Figure 1. Drive-strength map (run 1).
The bar under the picture is 20 um long.
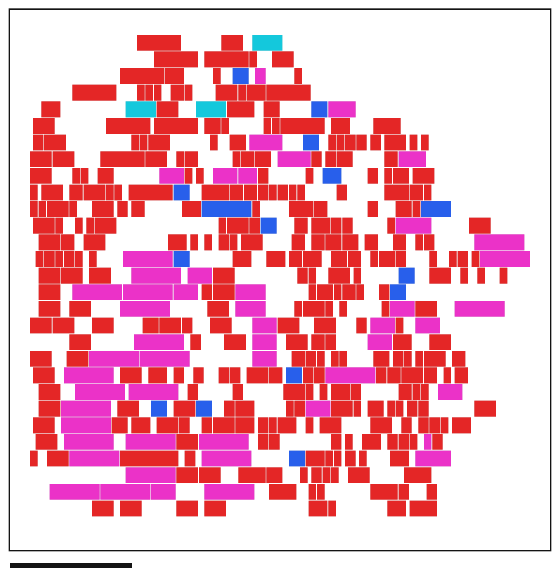
Figure 2. Sequential cells colored by netlist name (run 1).
The bar under the picture is 20 um long. Other sequential cells in the stronger gray, the rest of the logic in the fainter gray.
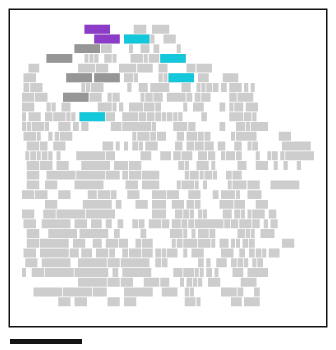
Figure 3. Placed cells, one color a class (run 1).
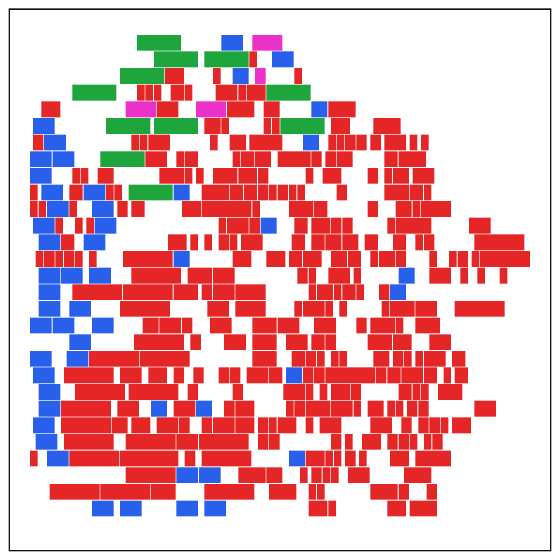
<file path="src/rtl/escalonador_decod_4_16_if.sv">
// Request/grant bundle between requesters and the round-robin sequencer.
// master = request side, slave = sequencer.
interface escalonador_decod_4_16_if;
    logic        en;
    logic [15:0] req;
    logic [3:0]  a;
    logic [15:0] gnt_n;
    logic        valid;
    logic        expirou;

    modport master (
        output en, req,
        input  a, gnt_n, valid, expirou
    );

    modport slave (
        input  en, req,
        output a, gnt_n, valid, expirou
    );
endinterface

</file>
<file path="src/rtl/escalonador_decod_4_16.sv">
// Round-robin sequencer for 16 requesters behind a 4->16 one-cold decoder.
// Optional hold timeout: define ESCALONADOR_TIMEOUT_EN.
module escalonador_decod_4_16 #(
    parameter int unsigned HOLD_MAX = 8
) (
    input  logic                      clk,
    input  logic                      rst,
    escalonador_decod_4_16_if.slave   bus
);
    typedef enum logic [1:0] {
        OCIOSO,
        CONCEDE,
        LIBERA
    } estado_t;

    estado_t    estado, estado_nx;
    logic [3:0] ptr, ptr_nx;
    logic [3:0] a_q, a_nx;
    logic [3:0] idx;
    logic [3:0] venc;
    logic       achou;
    logic       estouro;
    logic       valid_q;

`ifdef ESCALONADOR_TIMEOUT_EN
    logic [7:0] cnt, cnt_nx;
    logic       expirou_q, expirou_nx;

    assign estouro = (cnt == 8'(HOLD_MAX));
`else
    assign estouro = 1'b0;
`endif

    // Scan from ptr upward; iterating backwards lets the nearest hit win.
    always_comb begin
        venc  = ptr;
        achou = 1'b0;
        idx   = ptr;
        for (int i = 15; i >= 0; i--) begin
            idx = ptr + 4'(i);
            if (bus.req[idx]) begin
                venc  = idx;
                achou = 1'b1;
            end
        end
    end

    always_comb begin
        estado_nx  = estado;
        ptr_nx     = ptr;
        a_nx       = a_q;
`ifdef ESCALONADOR_TIMEOUT_EN
        cnt_nx     = cnt;
        expirou_nx = 1'b0;
`endif
        unique case (estado)
            OCIOSO, LIBERA: begin
                if (bus.en && achou) begin
                    estado_nx = CONCEDE;
                    a_nx      = venc;
                    ptr_nx    = venc + 4'd1;
`ifdef ESCALONADOR_TIMEOUT_EN
                    cnt_nx    = 8'd1;
`endif
                end else begin
                    estado_nx = OCIOSO;
                end
            end
            CONCEDE: begin
                if (!bus.req[a_q]) begin
                    estado_nx = LIBERA;
                end else if (estouro) begin
                    estado_nx = LIBERA;
`ifdef ESCALONADOR_TIMEOUT_EN
                    expirou_nx = 1'b1;
`endif
                end else begin
`ifdef ESCALONADOR_TIMEOUT_EN
                    cnt_nx = cnt + 8'd1;
`endif
                end
            end
            default: estado_nx = OCIOSO;
        endcase
    end

    always_ff @(posedge clk) begin
        if (rst) begin
            estado  <= OCIOSO;
            ptr     <= 4'd0;
            a_q     <= 4'd0;
            valid_q <= 1'b0;
        end else begin
            estado  <= estado_nx;
            ptr     <= ptr_nx;
            a_q     <= a_nx;
            valid_q <= (estado_nx == CONCEDE);
        end
    end

`ifdef ESCALONADOR_TIMEOUT_EN
    always_ff @(posedge clk) begin
        if (rst) begin
            cnt       <= 8'd0;
            expirou_q <= 1'b0;
        end else begin
            cnt       <= cnt_nx;
            expirou_q <= expirou_nx;
        end
    end

    assign bus.expirou = expirou_q;
`else
    assign bus.expirou = 1'b0;
`endif

    assign bus.a     = a_q;
    assign bus.valid = valid_q;
    assign bus.gnt_n = ~({15'd0, valid_q} << a_q);
endmodule
</file>
<file path="src/flat_wrapper.sv">
// flat-port wrapper written by rule: the top's interface ports become plain ports
module escalonador_decod_4_16_flat 
#(
    parameter int unsigned HOLD_MAX = 8
)
  (clk, rst, bus_en, bus_req, bus_a, bus_gnt_n, bus_valid, bus_expirou);
  escalonador_decod_4_16_if bus_i ();
  input  logic clk;
  input  logic rst;
  input wire logic [$bits(bus_i.en)-1:0] bus_en;
  input wire logic [$bits(bus_i.req)-1:0] bus_req;
  output wire logic [$bits(bus_i.a)-1:0] bus_a;
  output wire logic [$bits(bus_i.gnt_n)-1:0] bus_gnt_n;
  output wire logic [$bits(bus_i.valid)-1:0] bus_valid;
  output wire logic [$bits(bus_i.expirou)-1:0] bus_expirou;
  assign bus_i.en = bus_en;
  assign bus_i.req = bus_req;
  assign bus_a = bus_i.a;
  assign bus_gnt_n = bus_i.gnt_n;
  assign bus_valid = bus_i.valid;
  assign bus_expirou = bus_i.expirou;
  escalonador_decod_4_16 #(.HOLD_MAX(HOLD_MAX)) u_core (.clk(clk), .rst(rst), .bus(bus_i));
endmodule
</file>
<file path="config.mk">
export PLATFORM = sky130hd
export DESIGN_NAME = escalonador_decod_4_16_flat
export DESIGN_NICKNAME = d
export VERILOG_FILES = /design/src/rtl/escalonador_decod_4_16_if.sv /design/src/rtl/escalonador_decod_4_16.sv /design/src/flat_wrapper.sv
export SDC_FILE = /design/constraint.sdc
export NUM_CORES = 1
export LEC_CHECK = 0
export CORE_MARGIN = 3
export CORE_UTILIZATION = 44
export CTS_CLUSTER_SIZE = 12
export DETAILED_ROUTE_END_ITERATION = 7
export PLACE_DENSITY = 0.68
export SYNTH_ARGS = -nofsm -noshare
export SYNTH_HDL_FRONTEND = slang
export SYNTH_SLANG_ARGS = --single-unit
</file>
<file path="constraint.sdc">
create_clock -name clk -period 5.55 [get_ports clk]
set_input_delay 1.665 -clock clk [delete_from_list [all_inputs] [get_ports clk]]
set_output_delay 1.665 -clock clk [all_outputs]
set_load 0.01 [all_outputs]
</file>
==> results.py, run 1 <==
# Metrics from the implementation run
metrics = {
    "run_status": {
        "run_status": "finished clean",
    },
    "sta": {
        "drv_slew": 0,
        "finalSetupTns_ns": 0,
        "fin_worst_skew_ns": 0.000616,
        "hold_viol": 0,
        "finalCriticalPeriod_ns": 4.98,
    },
    "synth": {
        "fa_ha_area_frac": 0.0336,
        "ys_chip_area_mm2": 0.00298,
        "synthTopCellsByCount": "nor2_1 (42), nand2_1 (37), mux2i_1 (30), mux4_2 (26), nand3_1 (21)",
        "simple_gate_share": 0.215,
        "yosysWarningCount": 0,
        "topCellsByArea": "mux4_2 (20%), mux2i_1 (10%), dfxtp_1 (7.4%)",
        "ys_sh_mux": 0.368,
        "synthArstFlopShare": 0,
        "compound_area_frac": 0.198,
        "synth_cell_type_count": 69,
    },
    "setup_path": {
        "cp-startpoint": "bus_req[6]",
        "critical_path_class": "input pin to flip-flop",
    },
    "global_routing": {
        "antenna_found_initial": 0,
        "grt_max_degree": 35,
    },
    "floorplan": {
        "die_x_um": 88.3,
        "die_y_um": 88.3,
        "core_mm2": 0.00646,
    },
    "routing": {
        "postRouteAntennaNets": 0,
        "wl_met1_mm": 4.03,
        "vias": 3181,
        "highest_layer": "met4",
    },
    "cells_and_area": {
        "final_util": 0.537,
        "lay_top_cells": "nor2_1 (42), clkdlybuf4s50_1 (39), nand2_1 (37)",
        "final_cells": 472,
        "antenna_cells": 0,
    },
    "clock_tree": {
        "post-cts-setup-buffers": 0,
        "clk_latency_ns": 0.24,
        "cts_sinks": 11,
    },
    "hold_path": {
        "holdPathEnd": "u_core.estado[1]",
    },
    "placement": {
        "dpl.cell_count": 468,
    },
}
## Picture notes: Figure 1
Key: cyan = drive 6 and up [cells 3, share 0.76%]; magenta = drive 2 [cells 51, share 13%]; red = drive 1 or less [cells 326, share 83%]; blue = drive 3 to 4 [cells 15, share 3.8%]

## Picture notes: Figure 2
Key: cyan = `u_core.ptr` [placed flops 4, where north]; purple = `u_core.estado` [placed flops 2]
Another 5 sequential cells are not colored.

## Picture notes: Figure 3
Key: magenta = clock drivers and dummy loads [cells 4]; red = all other logic [cells 329]; blue = other buffers and delay cells [cells 51]; green = flops [cells 11]

## run 1: state kept, by name, summed over array words and instances (netlist names)
name,count
u_core.ptr,4
u_core.bus.valid,1
u_core.bus.a,4
u_core.estado,2
## run 1: cell type report
class                   count  area [um2]  area share
flip-flops and latches     11         220      0.0635
well taps                  77        96.3      0.0278
clock buffers               3        41.3      0.0119
repair buffers             51         480       0.139
inverters                  18        67.6      0.0195
clock inverters             1        5.00     0.00144
multi-input cells         311        2560       0.737
==> run 2, diff against run 1 <==
--- a/config.mk
+++ b/config.mk
@@ -9,2 +9,3 @@
 export CORE_UTILIZATION = 44
+export CTS_CLUSTER_DIAMETER = 60
 export CTS_CLUSTER_SIZE = 12
--- a/constraint.sdc
+++ b/constraint.sdc
@@ -3,2 +3,2 @@
 set_output_delay 1.665 -clock clk [all_outputs]
-set_load 0.01 [all_outputs]
+set_load 0.05 [all_outputs]
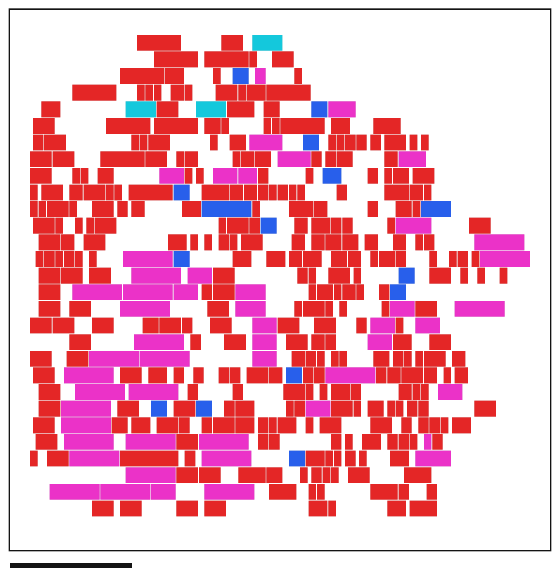
Figure 4: run 2, drive-strength map.
The bar under the picture is 20 um long.
Key: magenta = drive 2 [cells 51, share 13%]; red = drive 1 or less [cells 326, share 83%]; cyan = drive 6 and up [cells 3, share 0.76%]; blue = drive 3 to 4 [cells 15, share 3.8%]

==> results.py, run 2 <==
# Metrics from the implementation run
metrics = {
    "run_status": {
        "run_status": "finished clean",
    },
    "routing": {
        "postRouteAntennaNets": 0,
        "vias": 3181,
    },
    "sta": {
        "drv_slew": 0,
        "fin_worst_skew_ns": 0.000616,
        "finalSetupTns_ns": 0,
        "finalCriticalPeriod_ns": 4.98,
    },
    "clock_tree": {
        "post-cts-setup-buffers": 0,
        "cts_sinks": 11,
        "clk_latency_ns": 0.24,
    },
    "cells_and_area": {
        "final_cells": 472,
        "final_util": 0.537,
        "antenna_cells": 0,
        "lay_top_cells": "nor2_1 (42), clkdlybuf4s50_1 (39), nand2_1 (37)",
    },
    "synth": {
        "simple_gate_share": 0.215,
        "synthArstFlopShare": 0,
        "synth_cell_type_count": 69,
        "yosysWarningCount": 0,
        "fa_ha_area_frac": 0.0336,
        "synthTopCellsByCount": "nor2_1 (42), nand2_1 (37), mux2i_1 (30), mux4_2 (26), nand3_1 (21)",
        "ys_chip_area_mm2": 0.00298,
    },
    "floorplan": {
        "die_x_um": 88.3,
        "die_y_um": 88.3,
        "core_mm2": 0.00646,
    },
    "setup_path": {
        "cp-startpoint": "bus_req[6]",
        "critical_path_class": "input pin to flip-flop",
    },
    "placement": {
        "dpl.cell_count": 468,
    },
    "global_routing": {
        "antenna_found_initial": 0,
    },
    "hold_path": {
        "holdPathEnd": "u_core.estado[1]",
    },
}
[run 2: layer usage]
layer,vias to the layer above,global-route usage,routed length (um)
li1,1451,-,-
met3,25,0.0428,932
met5,-,0,0
met1,1505,0.364,4030
met2,200,0.353,3920
met4,0,0.0755,315
[run 2: cell type report]
class | count | area (um2)
flip-flops and latches | 11 | 220
repair buffers | 51 | 480
well taps | 77 | 96.3
clock buffers | 3 | 41.3
inverters | 18 | 67.6
fillers | 631 | 2990
multi-input cells | 311 | 2560
clock inverters | 1 | 5.00
Figure 5. Clock distribution (run 2).
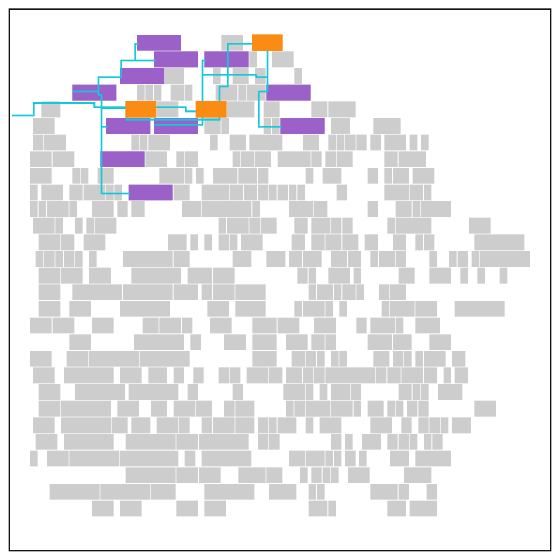

==> run 3, diff against run 2 <==
CTS_CLUSTER_SIZE = 30   (was 12)
GPL_ROUTABILITY_DRIVEN = 0   (was default)
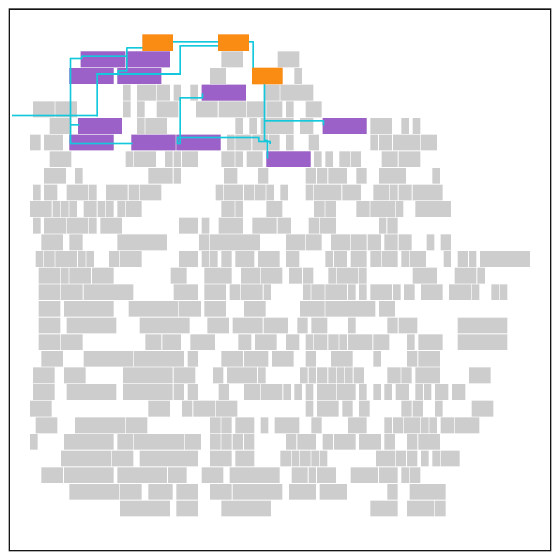
Figure 6: run 3, clock distribution.
Key: cyan = clock wires [length 172 um]; purple = flip-flops [count 11]; orange = cells driving clock nets [count 3]
There are 4 routed clock nets.

==> results.py, run 3 <==
# Metrics from the implementation run
metrics = {
    "run_status": {
        "run_status": "finished clean",
    },
    "clock_tree": {
        "clk_latency_ns": 0.24,
        "post-cts-setup-buffers": 0,
        "cts_sinks": 11,
        "clock_path_buffers": 2,
    },
    "routing": {
        "postRouteAntennaNets": 0,
        "wl_met1_mm": 3.87,
        "wl_met2_mm": 4.15,
        "dr_wl_met3_mm": 1.06,
        "highest_layer": "met4",
    },
    "global_routing": {
        "gr-usage-met3": 0.0577,
        "antenna_found_initial": 0,
        "grt_use_total": 0.248,
        "met2_usage": 0.396,
        "busiest_layer": "met2",
    },
    "sta": {
        "fin_worst_skew_ns": 0.00398,
        "finalCriticalPeriod_ns": 4.99,
        "hold_viol": 0,
        "finalSetupTns_ns": 0,
        "drv_slew": 0,
    },
    "synth": {
        "synth_cell_type_count": 69,
        "fa_ha_area_frac": 0.0336,
        "flop_cell": "dfxtp_1",
        "yosysWarningCount": 0,
        "synthArstFlopShare": 0,
        "simple_gate_share": 0.215,
        "synthTopCellsByCount": "nor2_1 (42), nand2_1 (37), mux2i_1 (30), mux4_2 (26), nand3_1 (21)",
        "synth-edff-count": 0,
        "ys_sh_mux": 0.368,
        "topCellsByArea": "mux4_2 (20%), mux2i_1 (10%), dfxtp_1 (7.4%)",
    },
    "floorplan": {
        "die_x_um": 88.3,
        "die_area_mm2": 0.00780,
        "core_mm2": 0.00646,
        "die_y_um": 88.3,
    },
    "placement": {
        "dpl.cell_count": 467,
    },
    "setup_path": {
        "cp-startpoint": "bus_req[2]",
        "critical_path_class": "input pin to flip-flop",
    },
    "hold_path": {
        "min-delay-start": "u_core.estado[1]",
    },
    "cells_and_area": {
        "antenna_cells": 0,
        "lay_top_cells": "nor2_1 (42), clkdlybuf4s50_1 (39), nand2_1 (37)",
        "final_util": 0.536,
        "final_cells": 471,
    },
}
[run 3: cell types whose count changed in the layout (fill, tap and decap cells not counted)]
cell / change
buf_4: -1
[run 3: area by class of cell]
cell class,instances,area [um2]
Sequential cell,11,220
Tap cell,77,96.3
Multi-Input combinational cell,311,2560
Inverter,18,67.6
Clock inverter,1,5.00
Clock buffer,3,41.3
Fill cell,626,3000
Timing Repair Buffer,50,473
